### config.mk
export PLATFORM = sky130hd
export DESIGN_NAME = tdm_demux_flat
export DESIGN_NICKNAME = d
export VERILOG_FILES = /design/src/rtl/tdm_pkg.sv /design/src/rtl/tdm_demux_if.sv /design/src/rtl/tdm_slot_ctr.sv /design/src/rtl/tdm_demux.sv /design/src/flat_wrapper.sv
export SDC_FILE = /design/constraint.sdc
export NUM_CORES = 1
export LEC_CHECK = 0
export CORE_UTILIZATION = 25
export CTS_CLUSTER_DIAMETER = 60
export DETAILED_ROUTE_END_ITERATION = 8
export PLACE_DENSITY = 0.45
export SLEW_MARGIN = 10
export SYNTH_ARGS = -nofsm -noshare
export SYNTH_HDL_FRONTEND = slang
export SYNTH_SLANG_ARGS = --single-unit
### constraint.sdc
create_clock -name clk -period 3.76 [get_ports clk]
set_input_delay 0.564 -clock clk [delete_from_list [all_inputs] [get_ports clk]]
set_output_delay 0.564 -clock clk [all_outputs]
set_load 0.01 [all_outputs]
### src/rtl/tdm_pkg.sv
`default_nettype none
// ----------------------------------------------------------------------------
// Module : tdm_pkg
// Shared types and sizes for the 4-slot TDM demultiplexer.
// Rev    : 1.0
// ----------------------------------------------------------------------------
package tdm_pkg;
    localparam int SLOT_W    = 2;
    localparam int DATA_W    = 2;
    localparam int NUM_SLOTS = 4;
    localparam int ERRCNT_W  = 8;

    typedef enum logic [0:0] {
        HUNT = 1'b0,
        RUN  = 1'b1
    } state_t;
endpackage
`default_nettype wire

### src/rtl/tdm_demux_if.sv
`default_nettype none
// ----------------------------------------------------------------------------
// Module : tdm_demux_if
// Serial TDM input and demultiplexed channel outputs (err_cnt: TDM_DEMUX_ERRCNT_EN).
// Rev    : 1.0
// ----------------------------------------------------------------------------
interface tdm_demux_if;
    import tdm_pkg::*;

    logic [DATA_W-1:0] din;
    logic              din_valid;
    logic              sync;
    logic [DATA_W-1:0] A;
    logic [DATA_W-1:0] B;
    logic [DATA_W-1:0] C;
    logic [DATA_W-1:0] D;
    logic              frame_valid;
    logic [SLOT_W-1:0] slot;
    logic              sync_err;
`ifdef TDM_DEMUX_ERRCNT_EN
    logic [ERRCNT_W-1:0] err_cnt;
`endif

    modport master (
        output din, din_valid, sync,
        input  A, B, C, D, frame_valid, slot, sync_err
`ifdef TDM_DEMUX_ERRCNT_EN
        , input err_cnt
`endif
    );

    modport slave (
        input  din, din_valid, sync,
        output A, B, C, D, frame_valid, slot, sync_err
`ifdef TDM_DEMUX_ERRCNT_EN
        , output err_cnt
`endif
    );
endinterface
`default_nettype wire

### src/rtl/tdm_slot_ctr.sv
`default_nettype none
// ----------------------------------------------------------------------------
// Module : tdm_slot_ctr
// Next-expected-slot counter: clear, load-to-1 on frame start, or wrap-increment.
// Rev    : 1.0
// ----------------------------------------------------------------------------
module tdm_slot_ctr
    import tdm_pkg::*;
(
    input  wire logic              clk,
    input  wire logic              rst_n,
    input  wire logic              clr_i,
    input  wire logic              load1_i,
    input  wire logic              inc_i,
    output logic [SLOT_W-1:0]      slot_o
);
    logic [SLOT_W-1:0] slot_q;

    always_ff @(posedge clk or negedge rst_n) begin
        if (!rst_n) begin
            slot_q <= '0;
        end else if (clr_i) begin
            slot_q <= '0;
        end else if (load1_i) begin
            slot_q <= SLOT_W'(1);
        end else if (inc_i) begin
            // Natural SLOT_W-bit overflow gives the mod-NUM_SLOTS wrap.
            slot_q <= slot_q + SLOT_W'(1);
        end
    end

    assign slot_o = slot_q;
endmodule
`default_nettype wire

### src/rtl/tdm_demux.sv
`default_nettype none
// ----------------------------------------------------------------------------
// Module : tdm_demux
// 4:1 TDM demultiplexer with HUNT/RUN framing; err_cnt under TDM_DEMUX_ERRCNT_EN.
// Rev    : 1.0
// ----------------------------------------------------------------------------
module tdm_demux
    import tdm_pkg::*;
(
    input  wire logic   clk,
    input  wire logic   rst_n,
    tdm_demux_if.slave  bus
);
    state_t              state_q;
    logic [DATA_W-1:0]   shadow_q [0:NUM_SLOTS-2];
    logic [DATA_W-1:0]   out_q    [0:NUM_SLOTS-1];
    logic                frame_valid_q;
    logic                sync_err_q;
    logic [SLOT_W-1:0]   slot;
    logic                ctr_clr;
    logic                ctr_load1;
    logic                ctr_inc;

    // Any sync beat restarts at slot 1; an unsynced beat at slot 0 in RUN drops to HUNT.
    always_comb begin
        ctr_clr   = 1'b0;
        ctr_load1 = 1'b0;
        ctr_inc   = 1'b0;
        if (bus.din_valid) begin
            if (bus.sync) begin
                ctr_load1 = 1'b1;
            end else if (state_q == RUN) begin
                if (slot == '0) ctr_clr = 1'b1;
                else            ctr_inc = 1'b1;
            end
        end
    end

    tdm_slot_ctr u_slot_ctr (
        .clk     (clk),
        .rst_n   (rst_n),
        .clr_i   (ctr_clr),
        .load1_i (ctr_load1),
        .inc_i   (ctr_inc),
        .slot_o  (slot)
    );

    always_ff @(posedge clk or negedge rst_n) begin
        if (!rst_n) begin
            state_q       <= HUNT;
            frame_valid_q <= 1'b0;
            sync_err_q    <= 1'b0;
            for (int i = 0; i < NUM_SLOTS - 1; i++) shadow_q[i] <= '0;
            for (int i = 0; i < NUM_SLOTS; i++)     out_q[i]    <= '0;
        end else begin
            frame_valid_q <= 1'b0;
            sync_err_q    <= 1'b0;
            if (bus.din_valid) begin
                case (state_q)
                    HUNT: begin
                        if (bus.sync) begin
                            shadow_q[0] <= bus.din;
                            state_q     <= RUN;
                        end
                    end
                    RUN: begin
                        if (bus.sync) begin
                            shadow_q[0] <= bus.din;
                            sync_err_q  <= (slot != '0);
                        end else if (slot == '0) begin
                            sync_err_q <= 1'b1;
                            state_q    <= HUNT;
                        end else begin
                            case (slot)
                                2'd1: shadow_q[1] <= bus.din;
                                2'd2: shadow_q[2] <= bus.din;
                                2'd3: begin
                                    // Last beat bypasses the shadow so the frame lands in one edge.
                                    out_q[0]      <= shadow_q[0];
                                    out_q[1]      <= shadow_q[1];
                                    out_q[2]      <= shadow_q[2];
                                    out_q[3]      <= bus.din;
                                    frame_valid_q <= 1'b1;
                                end
                                default: ;
                            endcase
                        end
                    end
                    default: state_q <= HUNT;
                endcase
            end
        end
    end

`ifdef TDM_DEMUX_ERRCNT_EN
    logic [ERRCNT_W-1:0] err_cnt_q;

    always_ff @(posedge clk or negedge rst_n) begin
        if (!rst_n) begin
            err_cnt_q <= '0;
        end else if (sync_err_q && (err_cnt_q != {ERRCNT_W{1'b1}})) begin
            err_cnt_q <= err_cnt_q + ERRCNT_W'(1);
        end
    end

    assign bus.err_cnt = err_cnt_q;
`endif

    assign bus.A           = out_q[0];
    assign bus.B           = out_q[1];
    assign bus.C           = out_q[2];
    assign bus.D           = out_q[3];
    assign bus.frame_valid = frame_valid_q;
    assign bus.slot        = slot;
    assign bus.sync_err    = sync_err_q;
endmodule
`default_nettype wire

### src/flat_wrapper.sv
// flat-port wrapper written by rule: the top's interface ports become plain ports
module tdm_demux_flat import tdm_pkg::*;
  (clk, rst_n, bus_din, bus_din_valid, bus_sync, bus_A, bus_B, bus_C, bus_D, bus_frame_valid, bus_slot, bus_sync_err);
  tdm_demux_if bus_i ();
  input  wire logic clk;
  input  wire logic rst_n;
  input wire logic [$bits(bus_i.din)-1:0] bus_din;
  input wire logic [$bits(bus_i.din_valid)-1:0] bus_din_valid;
  input wire logic [$bits(bus_i.sync)-1:0] bus_sync;
  output wire logic [$bits(bus_i.A)-1:0] bus_A;
  output wire logic [$bits(bus_i.B)-1:0] bus_B;
  output wire logic [$bits(bus_i.C)-1:0] bus_C;
  output wire logic [$bits(bus_i.D)-1:0] bus_D;
  output wire logic [$bits(bus_i.frame_valid)-1:0] bus_frame_valid;
  output wire logic [$bits(bus_i.slot)-1:0] bus_slot;
  output wire logic [$bits(bus_i.sync_err)-1:0] bus_sync_err;
  assign bus_i.din = bus_din;
  assign bus_i.din_valid = bus_din_valid;
  assign bus_i.sync = bus_sync;
  assign bus_A = bus_i.A;
  assign bus_B = bus_i.B;
  assign bus_C = bus_i.C;
  assign bus_D = bus_i.D;
  assign bus_frame_valid = bus_i.frame_valid;
  assign bus_slot = bus_i.slot;
  assign bus_sync_err = bus_i.sync_err;
  tdm_demux u_core (.clk(clk), .rst_n(rst_n), .bus(bus_i));
endmodule
==> flow_metrics.py, run 1 <==
# Flow results
metrics = {
    "timing": {
        "slew_limit_headroom": 0.4356,
        "period_minus_slack_ps": 2062,
        "final.setup_skew_ps": 5.172,
        "worst_slew_pin_slew_ps": 844.0,
        "setup_tns_ps": 0,
        "rsz0062_at_grt": "no",
        "hold_viol": 0,
        "final_max_slew_viol_count": 0,
        "hold_ws_ps": 510.7,
        "finalCritPeriodShare": 0.5483,
        "timing.final.ws_setup_ps": 1698,
    },
    "hold_path": {
        "hold-path-cell-count": 1,
        "worst_hold_path.endpoint": "u_core.bus.A[0]",
        "min-delay-start": "u_core.shadow_q[4]",
    },
    "grt": {
        "first_global_vias": 590,
        "wire_length_of_the_first_global_routing_pass_um": 2656,
        "gr-total-overflow": 0,
        "met2_usage": 0.1538,
        "pin_count_of_the_biggest_net_entering_global_routing": 20,
        "layer_carrying_the_most_global_route_usage": "met2",
    },
    "worst_setup_path": {
        "critical_path_cell_count": 4,
        "cp-startpoint": "bus_din_valid",
        "worst_r2r_path_depth": 4,
        "worst_reg2reg_setup_slack_ps": 1820,
        "startpoint_type": "input pin",
        "critical-path-max-stage-delay_ps": 610,
        "worstPathRequired_ps": 3960,
        "crit_arrival_ps": 2260,
        "worst-path-max-fanout": 8,
        "cp_num_buf_inv": 1,
        "timing.critical_path.slowest_stage_cell": "clkdlybuf4s50_1",
        "r2r-end": "u_core.bus.C[0]",
        "delay_heaviest_family_cp": "simple AND/OR/NAND/NOR gates",
        "worst_setup_path_endpoint": "u_core.bus.C[0]",
        "list_of_cells_traversed_by_the_critical_path": "clkdlybuf4s50_1, nand2_2, nor4b_4, mux2_2",
    },
    "clock_tree": {
        "cts_bufs_inserted": 3,
        "postCtsSetupBuffers": 0,
        "clock_tree.root_cell": "clkbuf_4",
        "cts_max_path_buffers": 2,
        "cts-resized-gates": 0,
        "clk_transition_reported_paths_ps": 120,
        "h_tree_depth_reported_by_cts": 1,
        "postCtsHoldBufs": 0,
        "worst_skew_pair.late_latency_ps": 300,
        "clock_tree_sinks": 19,
    },
    "power": {
        "combinationalPowerShare": 0.403,
        "total_power_of_the_final_layout_mw": 0.7323,
        "p_leak_nw": 0.4899,
        "combinationalPower_mw": 0.295,
        "clkPwrFrac": 0.146,
        "power-top-group": "registers",
        "p_seq_frac": 0.451,
        "clk-power_mw": 0.107,
        "sequentialPower_mw": 0.330,
        "p_int_mw": 0.4894,
        "vdd_ir_drop_max_uv": 288.2,
    },
    "cells_and_area": {
        "flip_flop_count_of_the_largest_register_after_layout": 6,
        "n_sequential_cell": 19,
        "multiInputGateArea_um2": 355.3,
        "antennaDiodeCount": 0,
        "clockNetworkAreaShare": 0.02506,
        "comb_area_frac": 0.3235,
        "final.signal_inverter_count": 4,
        "post-route-cell-area_um2": 1099,
        "register_ranked_first_by_flip_flop_count": "u_core.shadow_q",
        "sequential_portion_of_the_cell_area": 0.4328,
        "clock_buffers": 3,
        "area_growth_syn_to_layout_pct": 29.88,
        "final.signal_buffer_count": 17,
        "flop_area_um2": 475.5,
        "most_frequent_logic_cells_in_the_routed_design": "dfrtp_1, clkdlybuf4s50_1, mux2_2, ha_1, nand2_1",
        "drive_above_1_share": 0.2561,
        "signal_buffer_area_fraction": 0.1549,
        "layout.comb_gates.multi_input": 38,
    },
    "placement": {
        "placed_cells": 122,
        "buffer_ports.inserted": 17,
        "place_worst_setup_slack_ps": 1337,
        "gp_congestion": 0.7287,
        "hpwl_um": 1089,
        "placement.cell_area_um2": 1071,
    },
    "die": {
        "core_area_um2": 3128,
        "die-width_um": 60.17,
        "std_cell_rows": 20,
        "core_util_at_fp": 0.2704,
        "die_y_extent_um": 60.17,
        "die-area_um2": 3620,
        "ios": 18,
        "floorplan.tapcells": 44,
    },
    "logic_synthesis": {
        "synth-compound-area-share": 0.03698,
        "ys_sh_adder": 0.08876,
        "top_cell": "dfrtp_1",
        "async_flop_share": 1.000,
        "enable_flop_cells": 0,
        "yosysWarnings": 0,
        "yosys.area.top_type_share": 0.5621,
        "ys_dominant_reg_cell": "dfrtp_1",
        "synthesis.area_um2": 845.8,
        "ys_top_cells_by_area": "dfrtp_1, mux2_2, ha_1, nor4b_4, nand2_1",
        "cell_types_with_the_highest_counts_after_synthesis": "dfrtp_1, mux2_2, ha_1",
        "mux_share": 0.1982,
        "synth.cellmix.xorXnorShare": 0,
        "postSynthCellCount": 61,
        "ffs_latches_synth": 19,
        "syn_area_per_cell_um2": 13.87,
        "yosys.area_share.simple": 0.09615,
        "seq_area_frac_synth": 0.5621,
        "synthDistinctLibCells": 15,
        "synthDominantAreaCellType": "dfrtp_1",
        "mappedNetlistNets": 73,
    },
    "route": {
        "dr_wl_met3_um": 109,
        "drt.antenna.violating_nets": 0,
        "detail_route.wirelength_um": 1541,
        "route.vias.total": 536,
        "route.detailed.vias_per_inst": 4.254,
        "number_of_search_and_repair_iterations_in_the_first_detailed_routing_pass": 4,
    },
    "flow_run": {
        "log.warning_count": 30,
        "drv_cap": 0,
    },
    "run_status": {
        "run_status": "complete, no violations",
    },
}
Figure 1. The metal 2 layer (run 1).
Bar = 20 um.
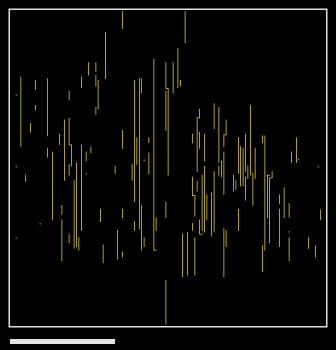
The longest straight run is 36.4 um. 80 nets have wire on it. The wires run mostly vertical. The layer holds 43% of the routed length.

Figure 2. Register map, names as in the netlist (run 1).
Bar = 20 um.
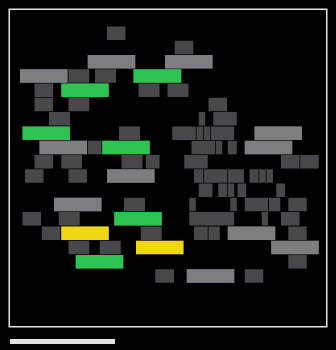
Key: u_core.shadow_q = green [flops 6]; u_core.bus.A = yellow [flops 2]
Another 11 sequential cells are not coloured.

Figure 3. Routing congestion (run 1).
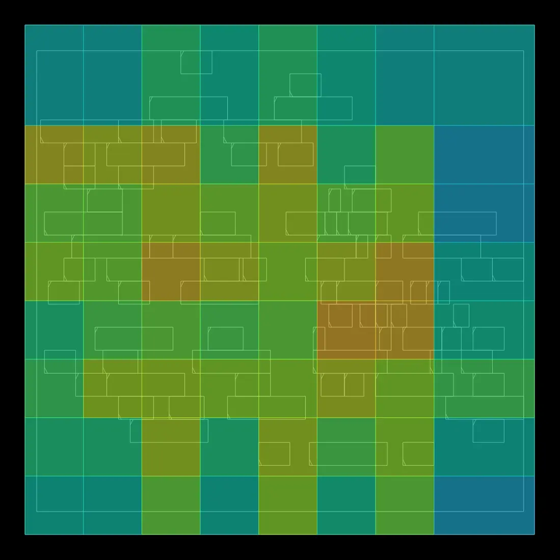
met1 layer usage reported by global route: 0.1282
overall routing resource usage: 0.1013
Core Util, Final: 0.3512
Routed wire per std cell: 12.23 um

Figure 4. Logic cells by family (run 1).
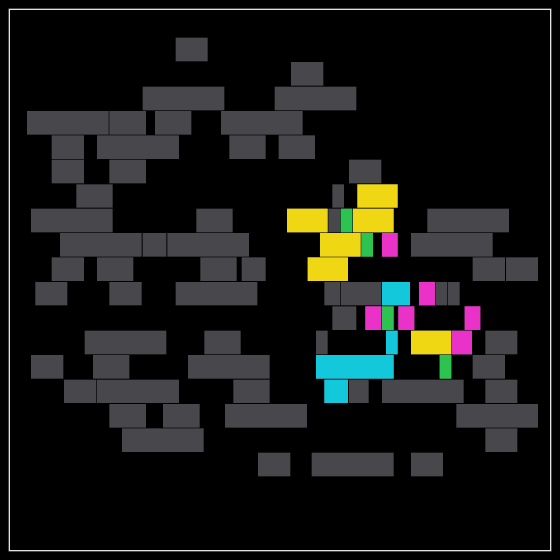

==> inputs of run 2 (changes only) <==
==> constraint.sdc (replaced) <==
create_clock -name clk -period 1.9 [get_ports clk]
set_input_delay 0.285 -clock clk [delete_from_list [all_inputs] [get_ports clk]]
set_output_delay 0.285 -clock clk [all_outputs]
set_load 0.01 [all_outputs]
Figure 5. Logic cells by family (run 2).
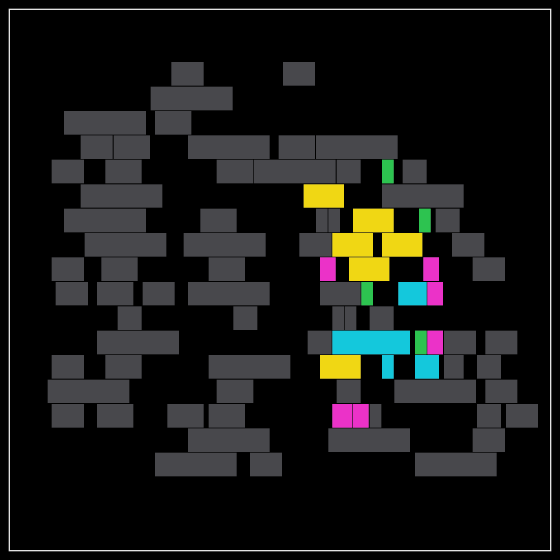
Key: adder and majority cells = yellow [cells 6]; NOR gates = cyan [cells 4]; inverters = green [cells 4, where east]; inverting AOI/OAI gates = magenta [cells 6]

Figure 6. The metal 2 layer (run 2).
Bar = 20 um.
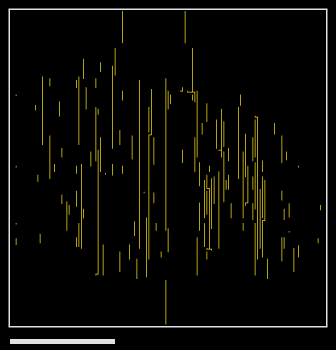
The longest straight run is 32.0 um. 86 nets have wire on it. The layer carries 681 um of wire. The layer holds 42% of the routed length.

Figure 7. Register map, names as in the netlist (run 2).
Bar = 20 um.
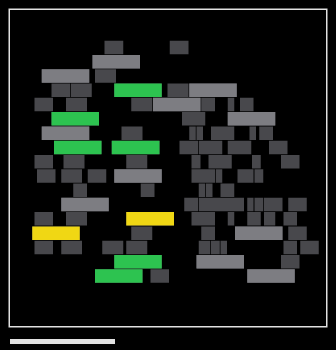
Key: u_core.shadow_q = green [flops 6]; u_core.bus.A = yellow [flops 2]

==> flow_metrics.py, run 2 <==
# Flow results
metrics = {
    "cells_and_area": {
        "register_ranked_first_by_flip_flop_count": "u_core.shadow_q",
        "post-route-cell-area_um2": 1146,
        "sequential_portion_of_the_cell_area": 0.4148,
        "finish.utilization": 0.3664,
        "comb_area_frac": 0.3100,
        "area_growth_syn_to_layout_pct": 35.50,
        "clockNetworkAreaShare": 0.02620,
        "n_sequential_cell": 19,
        "layout.comb_gates.multi_input": 38,
        "signal_buffer_area_fraction": 0.1878,
        "antennaDiodeCount": 0,
        "fill_cells": 335,
        "clock_buffers": 3,
        "most_frequent_logic_cells_in_the_routed_design": "dfrtp_1, clkdlybuf4s50_1, mux2_2, ha_1, buf_4",
        "flip_flop_count_of_the_largest_register_after_layout": 6,
        "multiInputGateArea_um2": 355.3,
        "layout_top_cell_excl_fill_tap": "dfrtp_1",
        "flop_area_um2": 475.5,
        "final.signal_buffer_count": 23,
        "final.signal_inverter_count": 4,
        "drive_above_1_share": 0.3068,
    },
    "worst_setup_path": {
        "worst_setup_path_endpoint": "u_core.shadow_q[0]",
        "list_of_cells_traversed_by_the_critical_path": "inv_1, ha_1, and4bb_2, nand2_1, mux2_2",
        "worst_r2r_path_depth": 5,
        "cp_num_buf_inv": 1,
        "crit_arrival_ps": 1860,
        "timing.critical_path.slowest_stage_cell": "dfrtp_1",
        "worstPathRequired_ps": 2100,
        "end_kind": "flop",
        "critical-path-max-stage-delay_ps": 390,
        "worst-path-max-fanout": 4,
        "worst_reg2reg_setup_slack_ps": 250,
        "cp-startpoint": "u_core.u_slot_ctr.slot_o[0]",
        "delay_heaviest_family_cp": "simple AND/OR/NAND/NOR gates",
        "critical_path_cell_count": 5,
        "r2r-end": "u_core.shadow_q[0]",
        "startpoint_type": "flop",
    },
    "logic_synthesis": {
        "syn_area_per_cell_um2": 13.87,
        "mappedNetlistNets": 73,
        "cell_types_with_the_highest_counts_after_synthesis": "dfrtp_1, mux2_2, ha_1",
        "yosysWarnings": 0,
        "postSynthCellCount": 61,
        "synthDistinctLibCells": 15,
        "synth-compound-area-share": 0.03698,
        "synthDominantAreaCellType": "dfrtp_1",
        "ys_area_um2": 845.8,
        "seq_area_frac_synth": 0.5621,
        "ys_top_cells_by_area": "dfrtp_1, mux2_2, ha_1, nor4b_4, nand2_1",
        "top_cell": "dfrtp_1",
        "async_flop_share": 1.000,
        "synthesis.area_um2": 845.8,
        "enable_flop_cells": 0,
        "ffs_latches_synth": 19,
        "yosys.area_share.simple": 0.09615,
        "ys_sh_adder": 0.08876,
        "synth.cellmix.xorXnorShare": 0,
        "ys_dominant_reg_cell": "dfrtp_1",
        "yosys.area.top_type_share": 0.5621,
        "mux_share": 0.1982,
    },
    "die": {
        "die-area_um2": 3620,
        "die-width_um": 60.17,
        "ios": 18,
        "die_y_extent_um": 60.17,
        "std_cell_rows": 20,
        "floorplan.tapcells": 44,
        "core_util_at_fp": 0.2704,
        "core_area_um2": 3128,
    },
    "flow_run": {
        "drv_cap": 0,
        "log.warning_count": 30,
    },
    "timing": {
        "setup-violations-final": 0,
        "final.setup_skew_ps": 2.127,
        "hold_viol": 0,
        "worst_slew_pin_slew_ps": 248.7,
        "rsz0062_at_grt": "no",
        "hold_ws_ps": 307.2,
        "final_max_slew_viol_count": 0,
        "timing.final.ws_setup_ps": 245.7,
        "finalCritPeriodShare": 0.8707,
        "setup_tns_ps": 0,
        "fmax_ghz": 0.6045,
        "period_minus_slack_ps": 1654,
        "slew_limit_headroom": 0.8342,
    },
    "placement": {
        "placement.cell_area_um2": 1116,
        "gp_congestion": 0.8003,
        "placed_cells": 128,
        "buffer_ports.inserted": 17,
        "hpwl_um": 1135,
        "place_worst_setup_slack_ps": 125.5,
    },
    "clock_tree": {
        "h_tree_depth_reported_by_cts": 1,
        "clk_transition_reported_paths_ps": 120,
        "tritoncts": "done",
        "clock_tree_sinks": 19,
        "cts_max_path_buffers": 2,
        "postCtsSetupBuffers": 0,
        "worst_skew_pair.late_latency_ps": 300,
        "postCtsHoldBufs": 0,
        "clock_tree.root_cell": "clkbuf_4",
        "cts_bufs_inserted": 3,
        "cts-resized-gates": 0,
    },
    "power": {
        "power_switching_mw": 0.4928,
        "power-top-group": "combinational cells",
        "p_int_mw": 1.003,
        "combinationalPower_mw": 0.646,
        "power.density_cell_area_nw_per_um2": 1305,
        "total_power_of_the_final_layout_mw": 1.496,
        "vdd_ir_drop_max_uv": 496.1,
        "clk-power_mw": 0.218,
        "clkPwrFrac": 0.146,
        "p_seq_frac": 0.422,
        "sequentialPower_mw": 0.632,
        "combinationalPowerShare": 0.432,
        "p_leak_nw": 0.5161,
    },
    "route": {
        "top_layer_used": "met4",
        "drt.antenna.violating_nets": 0,
        "wl_per_cell_um": 12.14,
        "wirelength_met1_um": 794,
        "drt_iter0_drc": 14,
        "drt_drc_violations_left": 0,
        "dr_wl_met3_um": 110,
        "detail_route.wirelength_um": 1603,
        "route.vias.total": 560,
        "route.detailed.vias_per_inst": 4.242,
        "number_of_search_and_repair_iterations_in_the_first_detailed_routing_pass": 2,
    },
    "grt": {
        "first_global_vias": 573,
        "gr-total-overflow": 0,
        "grt_util_met1": 0.1430,
        "wire_length_of_the_first_global_routing_pass_um": 2684,
        "layer_carrying_the_most_global_route_usage": "met2",
        "met2_usage": 0.1460,
        "groute.usage.overall": 0.1063,
        "pin_count_of_the_biggest_net_entering_global_routing": 20,
    },
    "hold_path": {
        "worst_hold_path_type": "in -> async",
    },
    "run_status": {
        "run_status": "complete, no violations",
    },
}
Power figures rest on the tool's default switching activity, not on a simulated workload.
